Wiring by layer:
Drawn at 2 px/um.
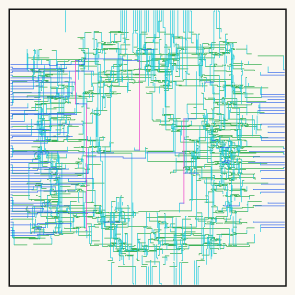
Cells coloured by class:
Drawn at 2 px/um.
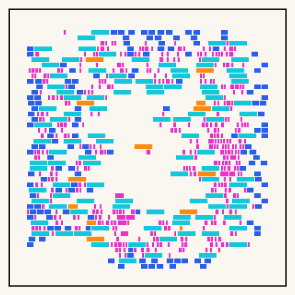
Pin map:
Drawn at 3 px/um. Pins as bars across the die edge, other pins in grey.
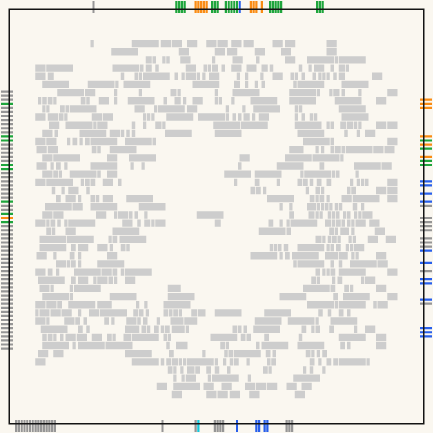
The clock network:
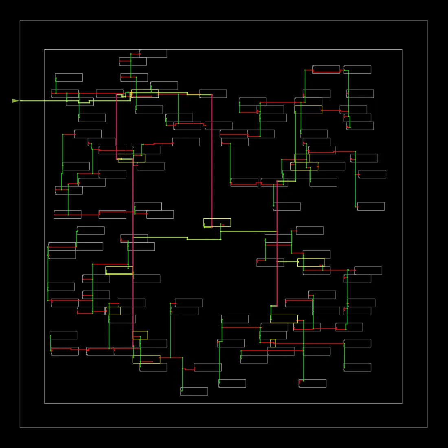
Cell density map:
Drawn at 3 px/um. The die is cut into 14 by 14 equal tiles; black is low, pale yellow is high, 0 to 100% covered.
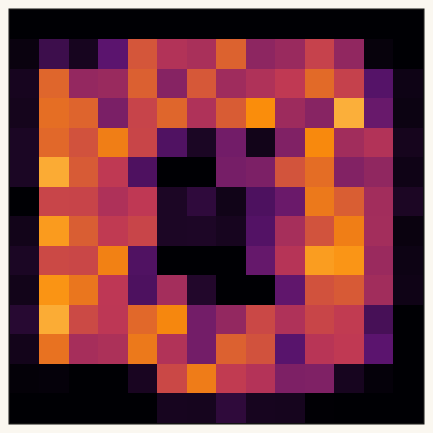
## config.mk

```make
export PLATFORM = sky130hd
export DESIGN_NAME = mem_sram_ctrl
export DESIGN_NICKNAME = d
export VERILOG_FILES = /design/src/rtl/mem_sram_ctrl.sv
export SDC_FILE = /design/constraint.sdc
export NUM_CORES = 1
export LEC_CHECK = 0
export ABC_AREA = 1
export CORE_MARGIN = 8
export CORE_UTILIZATION = 30
export CTS_CLUSTER_DIAMETER = 200
export DETAILED_ROUTE_END_ITERATION = 8
export PLACE_DENSITY = 0.59
export SYNTH_ARGS = -nofsm -noshare
export SYNTH_HDL_FRONTEND = slang
export SYNTH_SLANG_ARGS = --single-unit
```

## constraint.sdc

```tcl
create_clock -name CLK -period 4.45 [get_ports CLK]
set_input_delay 1.1125 -clock CLK [delete_from_list [all_inputs] [get_ports CLK]]
set_output_delay 1.1125 -clock CLK [all_outputs]
set_load 0.03 [all_outputs]
```

## src/rtl/mem_sram_ctrl.sv

```systemverilog
// Memory-stage data-memory controller: one 32-bit load/store is carried out as two
// 16-bit accesses on an asynchronous SRAM, and the pipeline is stalled through Ready meanwhile.
module mem_sram_ctrl #(
  parameter int ADDR_OFFSET   = 1024,
  parameter int ACCESS_CYCLES = 2
) (
  input  logic        CLK,
  input  logic        RST,
  input  logic        MEM_R_EN,
  input  logic        MEM_W_EN,
  input  logic [31:0] Address,
  input  logic [31:0] Write_Data,
  output logic [31:0] Read_Data,
  output logic        Ready,
  output logic [17:0] SRAM_ADDR,
  output logic [15:0] SRAM_DQ_Out,
  input  logic [15:0] SRAM_DQ_In,
  output logic        SRAM_DQ_OE,
  output logic        SRAM_WE_N,
  output logic        SRAM_OE_N,
  output logic        SRAM_CE_N,
  output logic        SRAM_UB_N,
  output logic        SRAM_LB_N
);

  localparam int CNT_W = (ACCESS_CYCLES > 1) ? $clog2(ACCESS_CYCLES) : 1;
  localparam logic [CNT_W-1:0] CNT_LAST = CNT_W'(ACCESS_CYCLES - 1);

  typedef enum logic [1:0] {S_IDLE, S_LOW, S_HIGH, S_DONE} state_e;

  state_e           state_q, state_d;
  logic [CNT_W-1:0] cnt_q, cnt_d;
  logic [16:0]      word_q, word_d;
  logic [15:0]      wdata_hi_q, wdata_hi_d;
  logic             wr_q, wr_d;
  logic [31:0]      rdata_q, rdata_d;
  logic [17:0]      addr_q, addr_d;
  logic [15:0]      dqo_q, dqo_d;

  logic        req;
  logic [31:0] eff;
  logic [16:0] req_word;
  logic        last_cyc;
  logic        busy;
  logic        unused_eff_bits;

  assign req      = MEM_R_EN | MEM_W_EN;
  assign eff      = Address - 32'(ADDR_OFFSET);
  assign req_word = eff[18:2];
  assign last_cyc = (cnt_q == CNT_LAST);
  assign unused_eff_bits = ^{eff[31:19], eff[1:0]};

  always_comb begin
    state_d    = state_q;
    cnt_d      = cnt_q;
    word_d     = word_q;
    wdata_hi_d = wdata_hi_q;
    wr_d       = wr_q;
    rdata_d    = rdata_q;
    addr_d     = addr_q;
    dqo_d      = dqo_q;
    unique case (state_q)
      S_IDLE: begin
        // Latch the whole request so later input changes cannot disturb the access.
        if (req) begin
          state_d    = S_LOW;
          cnt_d      = '0;
          word_d     = req_word;
          wdata_hi_d = Write_Data[31:16];
          wr_d       = MEM_W_EN;
          addr_d     = {req_word, 1'b0};
          dqo_d      = Write_Data[15:0];
        end
      end
      S_LOW: begin
        if (last_cyc) begin
          state_d = S_HIGH;
          cnt_d   = '0;
          addr_d  = {word_q, 1'b1};
          dqo_d   = wdata_hi_q;
          if (!wr_q) rdata_d[15:0] = SRAM_DQ_In;
        end else begin
          cnt_d = cnt_q + CNT_W'(1);
        end
      end
      S_HIGH: begin
        if (last_cyc) begin
          state_d = S_DONE;
          cnt_d   = '0;
          if (!wr_q) rdata_d[31:16] = SRAM_DQ_In;
        end else begin
          cnt_d = cnt_q + CNT_W'(1);
        end
      end
      S_DONE:  state_d = S_IDLE;
      default: state_d = S_IDLE;
    endcase

    // Strobes decode from registered state only, so reset forces them inactive at once.
    busy        = (state_q == S_LOW) || (state_q == S_HIGH);
    SRAM_CE_N   = ~busy;
    SRAM_WE_N   = ~(busy & wr_q);
    SRAM_OE_N   = ~(busy & ~wr_q);
    SRAM_DQ_OE  = busy & wr_q;
    Ready       = ((state_q == S_IDLE) & ~req) | (state_q == S_DONE);
  end

  always_ff @(posedge CLK or posedge RST) begin
    if (RST) begin
      state_q    <= S_IDLE;
      cnt_q      <= '0;
      word_q     <= '0;
      wdata_hi_q <= '0;
      wr_q       <= 1'b0;
      rdata_q    <= '0;
      addr_q     <= '0;
      dqo_q      <= '0;
    end else begin
      state_q    <= state_d;
      cnt_q      <= cnt_d;
      word_q     <= word_d;
      wdata_hi_q <= wdata_hi_d;
      wr_q       <= wr_d;
      rdata_q    <= rdata_d;
      addr_q     <= addr_d;
      dqo_q      <= dqo_d;
    end
  end

  assign Read_Data   = rdata_q;
  assign SRAM_ADDR   = addr_q;
  assign SRAM_DQ_Out = dqo_q;
  assign SRAM_UB_N   = 1'b0;
  assign SRAM_LB_N   = 1'b0;

endmodule

```

==> out/qor.txt <==
outcome: finished clean
worst hold-check path type: reg -> reg
Cells after Synth: 525
post-CTS setup buffers: 0
Slew @ Worst Pin: 1050 ps
Worst-path clk slew: 60 ps
Hold Path Stages: 2
Final Power: 5050 uW
Worst Setup End Kind: output pin
chip area: 19000 sq um
Congestion Overflow GR: 0
Ys Warns: 0
Latency at later pin: 350 ps
Final nets: 740
vias in the first global route: 3952
CP arrival: 2720 ps
fmax: 0.261 GHz
wire length on met3: 1710 um
P_leak: 0.00297 uW
HPWL after DPL: 8530 um
PwrDens: 812 nW/um^2
setup violators final: 0
Std-Cell Rows: 44
io pins: 157
syn_area_per_cell: 8.46 sq um
cycle use final: 86.2%
pin count of the biggest net entering global routing: 85
sequential element share of the synthesized area: 58.0%
Setup Crit Path Kind: in -> out
GR Layer Usage met3: 8.06%
Placer Congestion: 0.797
DR WL met2: 5200 um
final setup TNS: 0 ps
Root Buffer: clkbuf_16
ANT cells: 0
Slew Limit Fails: 0
share of cells above drive strength 1: 3.22%
RSZ-0062 raised after global routing: false
Yosys Instances: 525
CTS tree: done
Slew HR: 30.0%
CP Launch Type: primary input
post-route minimum period: 3840 ps
Synth flops: 103
area grow syn2layout: 40.0%
H-tree lvl count: 3
fillers: 1453
Cell Area, Synth: 4440 sq um
max-capacitance violation count: 0
initial antenna violation count: 0
TritonRoute pass-1 iters: 4
highest routed layer: met4
core region area: 14500 sq um
Post-DRT Antenna Nets: 0
global-route wire length before repair: 19700 um
Tool Warnings: 44
Max rail drop VDD: 0.460 mV
Post-CTS Hold Fix Bufs: 0
Cell Type Count: 20
CTS resizes: 0
M1 GR Usage: 15.0%
reg2reg path depth: 5
vias per inst: 4.47
final hold violations: 0
Residual DRC: 0
GRT busiest layer: met2
Place WS: 627 ps
GR Util met2: 20.1%
number of DRC markers in iteration 0: 182
Fin Hold WS: 479 ps
worst-path fanout max: 3
CTS Buf Count: 9
DRT met1 WL: 5020 um
yosys stat area: 4440 sq um
final worst slack: 615 ps
CP required: 3340 ps
CTS max path bufs: 2
Back to the opening pictures, 'wiring by layer':
met2: drawn in cyan, wire length 5200 um. met1: drawn in green, wire length 5020 um. met3: drawn in blue, wire length 1710 um. met4: drawn in magenta, wire length 172 um.
DR vias: 3745
Total GRT Usage: 13.4%
final WL: 12100 um
WL/cell: 14.5 um

Back to the opening pictures, 'cells coloured by class':
all other logic: drawn in magenta, cells 395, share of their area 29%. flops: drawn in cyan, cells 103, share of their area 43%. clock drivers and dummy loads: drawn in orange, cells 13, share of their area 4.5%. other buffers and delay cells: drawn in blue, cells 142, share of their area 24%.

Back to the opening pictures, 'pin map':
SRAM_ADDR: drawn in blue, pins 18, direction output, edge 12 right, 5 bottom, 1 top. MEM_R_EN: drawn in cyan, pins 1, direction input, edge bottom. Write_Data: drawn in green, pins 32, direction input, edge 20 top, 8 left, 4 right. SRAM_DQ_Out: drawn in orange, pins 16, direction output, edge 9 top, 6 right, 1 left.
I/O Buffers: 139
Die Wd: 138 um

Back to the opening pictures, 'the clock network':
Flops: 103
# clock sinks: 103
clock buffer count: 12
Final Skew: 4.24 ps

Back to the opening pictures, 'cell density map':
4.1% of the tiles are over 75% full. The mean over all tiles is 32%. 21% of the tiles are nearly empty. The fullest tile reaches 83%. The emptiest ninth of the die: centre.

## state kept, by name (all words and copies together), names as in the netlist
signal       cells
Read_Data       32
SRAM_ADDR       18
word_q          17
SRAM_DQ_Out     16
wdata_hi_q      16
state_q          2
cnt_q            1
wr_q             1
## final cells by class
cell class	instances	area [sq um]	share of cell area [%]
Clock buffer	12	267	4.29
Clock inverter	1	5.00	0.0805
Inverter	51	199	3.20
Multi-Input combinational cell	344	1530	24.5
Sequential cell	103	2580	41.4
Tap cell	184	230	3.70
Timing Repair Buffer	142	1410	22.7
## report_power, final
part	total [uW]	switching [uW]	leakage (uW)	internal (uW)
clock	739	324	0.000136	415
combinational	2640	1660	0.00160	983
sequential	1670	250	0.00124	1420
## cell usage in the layout, fill, tap and decap left out, types with 2 or more instances in the layout
cell             synthesis  final
nand2_1                187    187
clkbuf_16                0      9
ha_1                     5      5
inv_1                   49     48
conb_1                   1      2
nor2_1                  31     31
a21oi_1                  7      7
nand3_1                 10     10
clkbuf_8                 0      3
clkdlybuf4s50_1          0    139
xor2_1                   3      3
inv_4                    2      3
buf_4                    2      3
a31oi_1                 18     18
o21ai_0                 77     77
dfrtp_1                103    103
## stage by stage
step	cell area, sq um	utilization [%]	instances
final	6220	42.9	837
after global routing	6220	42.9	837
after CTS	6220	42.9	837
after detailed placement	5950	41.1	824
after global placement	5950	41.1	824
after floorplan	4450	-	526
## kinds of logic (layout without fill, tap and decap cells)
kind of cell,count (synthesis),count (layout),share of synthesized area [%]
XOR/XNOR,3,3,0.592
AND-OR/OR-AND,102,102,12.0
adder cells (fa/ha/maj),5,5,1.41
buffers and inverters,79,206,7.69
AND/OR/NAND/NOR,232,232,20.2
other,1,2,0.0844
flip-flops,103,103,58.0
## critical path, cell delays in order
cell,delay (ps)
clkdlybuf4s50_1,460
inv_1,50
nand3_1,170
inv_1,80
nor2_1,180
inv_1,60
clkdlybuf4s50_1,620
## path summary, 6_finish.rpt
kind | start | endpoint | slack (ps)
max in group asynchronous | RST | SRAM_ADDR[7] | 2200
worst min register to register | SRAM_ADDR[15] | SRAM_ADDR[15] | 480
min in group asynchronous | RST | Read_Data[25] | 1360
worst max register to register | state_q[1] | Read_Data[8] | 2040
worst min-delay path | SRAM_ADDR[15] | SRAM_ADDR[15] | 480
worst max-delay path | MEM_R_EN | Ready | 610
## synth_stat cells
| cell | instances | area (sq um) |
|---|---|---|
| nand2_2 | 1 | 6.26 |
| a31oi_1 | 18 | 113 |
| buf_6 | 3 | 33.8 |
| xor2_1 | 3 | 26.3 |
| nand2_1 | 187 | 702 |
| a21oi_1 | 7 | 35.0 |
| buf_4 | 2 | 15.0 |
| nand3_1 | 10 | 50.1 |
| nand4_1 | 1 | 6.26 |
| inv_4 | 2 | 12.5 |
| o21ai_0 | 77 | 385 |
| conb_1 | 1 | 3.75 |
| inv_1 | 49 | 184 |
| nor3_1 | 1 | 5.00 |
| buf_2 | 8 | 40.0 |
| clkbuf_1 | 15 | 56.3 |
| nor2_1 | 31 | 116 |
| nand2_4 | 1 | 11.3 |
| dfrtp_1 | 103 | 2580 |
| ha_1 | 5 | 62.6 |
No activity file was given, so power comes from the tool's default toggle rates.
